==> config.mk <==
export PLATFORM = sky130hd
export DESIGN_NAME = apb_packet_sequencer
export DESIGN_NICKNAME = d
export VERILOG_FILES = /design/src/rtl/apb_rah_pkg.sv /design/src/rtl/apb_timeout_counter.sv /design/src/rtl/apb_packet_sequencer.sv
export SDC_FILE = /design/constraint.sdc
export NUM_CORES = 1
export LEC_CHECK = 0
export ABC_CLOCK_PERIOD_IN_PS = 4600
export CAP_MARGIN = 5
export CELL_PAD_IN_SITES_DETAIL_PLACEMENT = 1
export CELL_PAD_IN_SITES_GLOBAL_PLACEMENT = 1
export CORE_MARGIN = 3
export CORE_UTILIZATION = 34
export CTS_CLUSTER_DIAMETER = 30
export DETAILED_ROUTE_END_ITERATION = 12
export GPL_ROUTABILITY_DRIVEN = 1
export GPL_TIMING_DRIVEN = 1
export PLACE_DENSITY_LB_ADDON = 0.1
export SYNTH_ARGS = -nofsm -noshare
export SYNTH_HDL_FRONTEND = slang
export SYNTH_HIERARCHICAL = 1
export SYNTH_SLANG_ARGS = --single-unit
export TNS_END_PERCENT = 5
==> constraint.sdc <==
create_clock -name clk -period 4.6 [get_ports clk]
set_clock_uncertainty 0.2 [all_clocks]
set_input_delay 1.15 -clock clk [delete_from_list [all_inputs] [get_ports clk]]
set_output_delay 1.15 -clock clk [all_outputs]
set_load 0.1 [all_outputs]
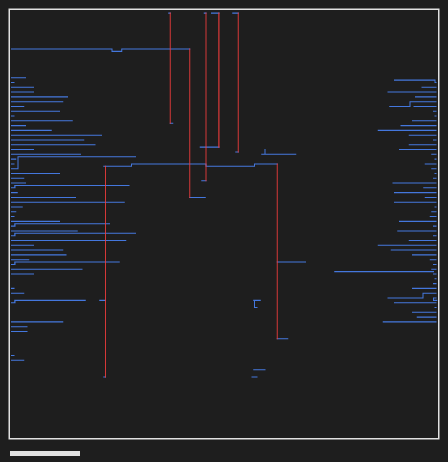
Fig. 1. Wiring by layer (run 1).
The bar under the picture is 20 um long. Only two layers are drawn.
Red is M4, wire length 308 um. Blue is M3, wire length 1110 um.
via count: 4231
GRT Resource Usage Total: 19.0%
routed len/inst: 17.1 um
Routed Wire Length: 14200 um

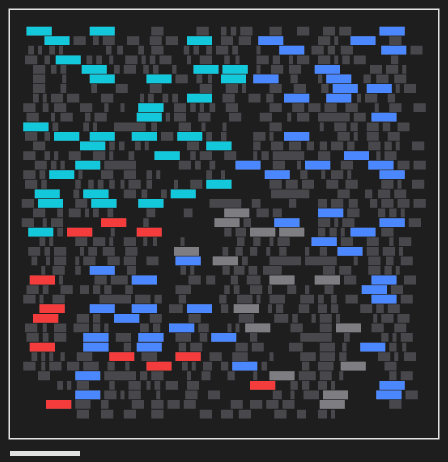
Fig. 2. Register map, names as in the netlist (run 1).
The bar under the picture is 20 um long. Other sequential cells in the stronger grey, the rest of the logic in the fainter grey.
Blue is rsp_data, placed flops 48, where spread over the die. Red is paddr, placed flops 12. Cyan is pwdata, placed flops 32.
Another 15 sequential cells are not coloured.
register area: 2140 um2
Sequential Power: 1.10 mW
flop share of the area: 31.9%
final core occ: 52.4%

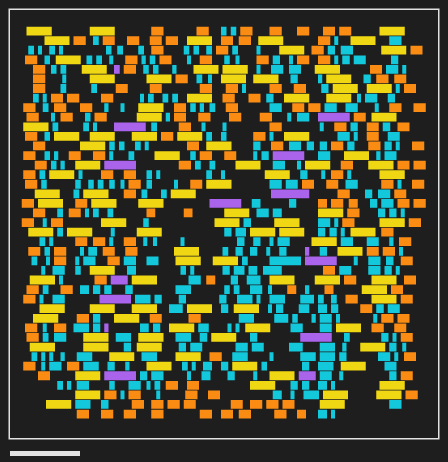
Fig. 3. Cell classes on the final placement (run 1).
The bar under the picture is 20 um long.
Orange is remaining buffers and delay cells, cells 187. Cyan is remaining logic cells, cells 351. Purple is clock drivers and dummy loads, cells 15. Yellow is registers, cells 107.
Rows: 41
Core Footprint: 12800 um2

==> flow_metrics.py, run 1 <==
# Generated from Yosys and OpenROAD reports
metrics = {
    "synthesis": {
        "synthCells": 500,
        "top_logic_kind": "simple AND/OR/NAND/NOR gates",
        "syn_avg_cell_area_um2": 9.08,
        "ys_seq_share_pct": 47.2,
        "simple_gate_area_share_pct": 21.0,
        "ys_sh_xor_pct": 0,
        "yosys-stat-area_um2": 4540,
        "top_cells_by_count": "dfxtp_1 (107), nand2_1 (98), mux2i_1 (49)",
        "topCellsByArea": "dfxtp_1 (47%), mux2i_1 (11%), nand2_1 (8.1%)",
        "synth.area.mux_share_pct": 11.0,
        "adder_share_pct": 1.65,
        "synth_nets": 592,
    },
    "pwr": {
        "power.switching_mw": 1.59,
        "clk-power_uw": 777,
        "internal_power_mw": 1.99,
        "p_leak_nw": 2.40,
        "p_per_area_nw_per_um2": 533,
        "vdd_drop_max_uv": 265,
        "p_comb_share_pct": 47.6,
    },
    "grt": {
        "grt_max_degree": 55,
        "grt_pass1_wl_um": 22500,
        "grt_antenna_before_repair": 0,
        "grt_overflow": 0,
    },
    "worst_setup_path": {
        "slowest_stage": "clkdlybuf4s50_1",
        "worstSetupPathDepth": 1,
        "required_ns": 3.25,
        "reg2reg_slack_ns": 1.95,
        "cp_top_family": "buffers and inverters",
        "critPathBufInv": 1,
    },
    "final_timing": {
        "timing.fmax_mhz": 299,
        "finalMaxSlewViolations": 0,
    },
    "layout": {
        "largest_reg_flops": 48,
        "n_all_buffers": 187,
        "drive_gt1_share_pct": 6.67,
        "layout.area.top_class": "logic gates",
        "postLayoutCellArea_um2": 6720,
        "inv_count": 3,
        "flops": 107,
        "clkCellAreaFrac_pct": 4.39,
    },
    "place": {
        "post_dp_cell_area_um2": 6430,
        "io_buffers": 180,
    },
    "status": {
        "status": "finished, final reports clean",
    },
    "drt": {
        "first_pass_iters": 4,
        "antenna_left": 0,
        "met2WireLength_um": 6850,
    },
    "floorplan": {
        "fp_util_pct": 35.4,
        "taps": 172,
    },
    "flow_run": {
        "warning_count": 32,
    },
}
## run 1: per-stage QoR
step / util [%] / total power, mW
2_1_floorplan: - / 2.45
3_3_place_gp: 50.1 / 2.81
3_5_place_dp: 50.1 / 2.84
4_1_cts: 52.4 / 3.63
5_1_grt: 52.4 / 3.77
6_report: 52.4 / 3.59
## run 1: cells in the final DEF, fill, tap and decap left out, drive strengths merged, types with 2 or more instances in the layout
cell	count
clkdlybuf4s50	179
ha	6
nor2	4
nand2	98
o21ai	3
dfxtp	107
or3	2
clkbuf	13
nand3	35
buf	8
a31oi	20
nor2b	4
a21boi	2
and3	4
nand2b	33
inv	3
and4	2
a211oi	19
nand4	3
mux2i	49
a21oi	48
Fig. 4: run 1, congestion heat map
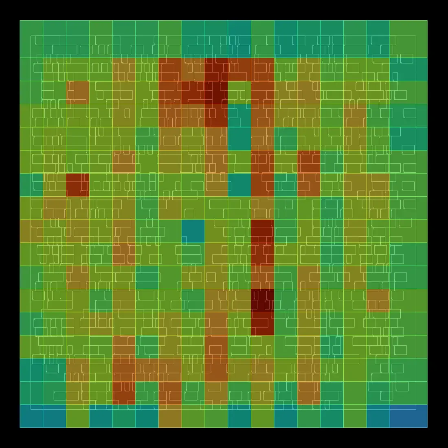

==> inputs of run 2 (changes only) <==
ABC_CLOCK_PERIOD_IN_PS = 2870   (was 4600)
CORE_UTILIZATION = 28   (was 34)
clock period = 2.87 ns   (was 4.6 ns; I/O delays follow)
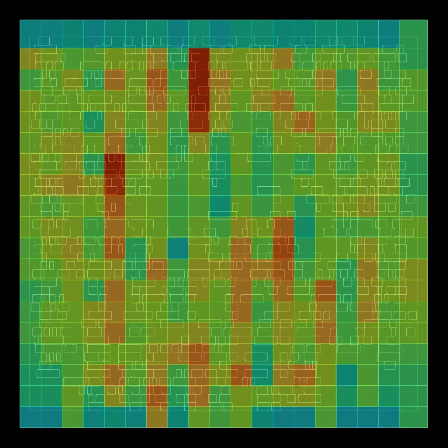
Fig. 5. Congestion heat map (run 2).
routed len/inst: 16.5 um
grt met3 use: 5.32%
GR peak layer: met2

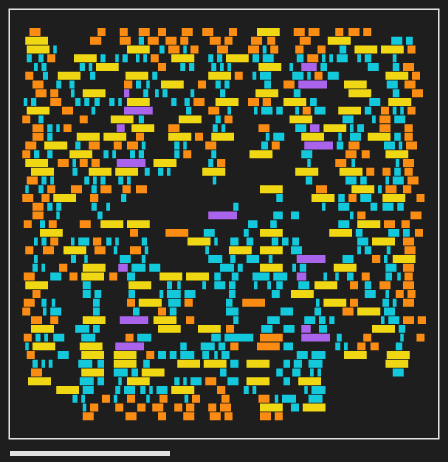
Fig. 6. Cell classes on the final placement (run 2).
The bar under the picture is 50 um long.
Yellow is registers, cells 107. Purple is clock drivers and dummy loads, cells 16. Orange is remaining buffers and delay cells, cells 192. Cyan is remaining logic cells, cells 351.
flop share of the area: 32.4%
Rows: 45
final core occ: 42.5%
design area: 6610 um2

==> run 2 against run 1 <==
Count of clock-buffer cells in the layout down 3; first-iteration DRC count shrank 8.6%; combinational power up 61%; critical path type is now reg2reg; largest cell class unchanged.
==> flow_metrics.py, run 2 <==
# Generated from Yosys and OpenROAD reports
metrics = {
    "place": {
        "io_buffers": 180,
        "post_dp_cell_area_um2": 6320,
    },
    "worst_setup_path": {
        "critPathBufInv": 0,
        "worstSetupPathDepth": 6,
        "cp_top_family": "simple AND/OR/NAND/NOR gates",
    },
    "pwr": {
        "power.switching_mw": 2.63,
        "pg_seq_mw": 1.77,
        "finalPower_mw": 5.73,
        "p_comb_share_pct": 48.1,
        "vdd_drop_max_uv": 439,
        "internal_power_mw": 3.10,
    },
    "layout": {
        "clkCellAreaFrac_pct": 4.34,
        "largest_reg_flops": 48,
        "lay_top_count": "dfxtp_1",
        "n_all_buffers": 192,
        "inv_count": 3,
        "regArea_um2": 2140,
    },
    "flow_run": {
        "warning_count": 32,
    },
    "synthesis": {
        "syn_avg_cell_area_um2": 9.08,
        "synthCells": 500,
        "ys_seq_share_pct": 47.2,
        "yosys-stat-area_um2": 4540,
        "synth_nets": 592,
    },
    "grt": {
        "grt_overflow": 0,
        "grt_antenna_before_repair": 0,
        "grt_pass1_wl_um": 23100,
    },
    "status": {
        "status": "finished, final reports clean",
    },
    "drt": {
        "first_pass_iters": 4,
        "antenna_left": 0,
    },
    "final_timing": {
        "timing.fmax_mhz": 419,
    },
    "floorplan": {
        "core_um2": 15500,
    },
}
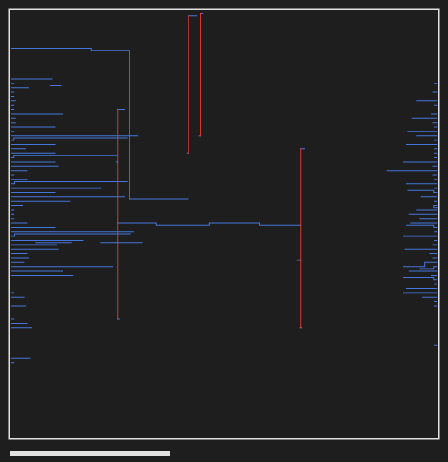
Fig. 7. Wiring by layer (run 2).
The bar under the picture is 50 um long. Only two layers are drawn.
Blue is M3, wire length 1010 um. Red is M4, wire length 248 um.
Routed Wire Length: 14500 um
via count: 4215
GRT Resource Usage Total: 16.0%

[run 2: cell counts after synthesis]
No cell type changed its count.
[run 2: logic make-up (layout without fill, tap and decap cells)]
family                     Yosys count  count (layout)  share of synthesized area (%)
muxes                               50              50                           11.0
buffers and inverters               45             211                           4.63
and+or+nand+nor                    193             193                           21.0
AOI/OAI and AO/OA                   99              99                           14.5
adders and majority gates            6               6                           1.65
DFF                                107             107                           47.2
[run 2: per-layer routing]
layer  vias to the layer above  wire [um]  GRT usage, %
met5                         -          0             0
met4                         0        248          5.43
met3                        14       1010          5.32
met2                       122       6870          26.4
met1                      2012       6340          19.7
li1                       2067          -             -
Power figures rest on the tool's default switching activity, not on a simulated workload.
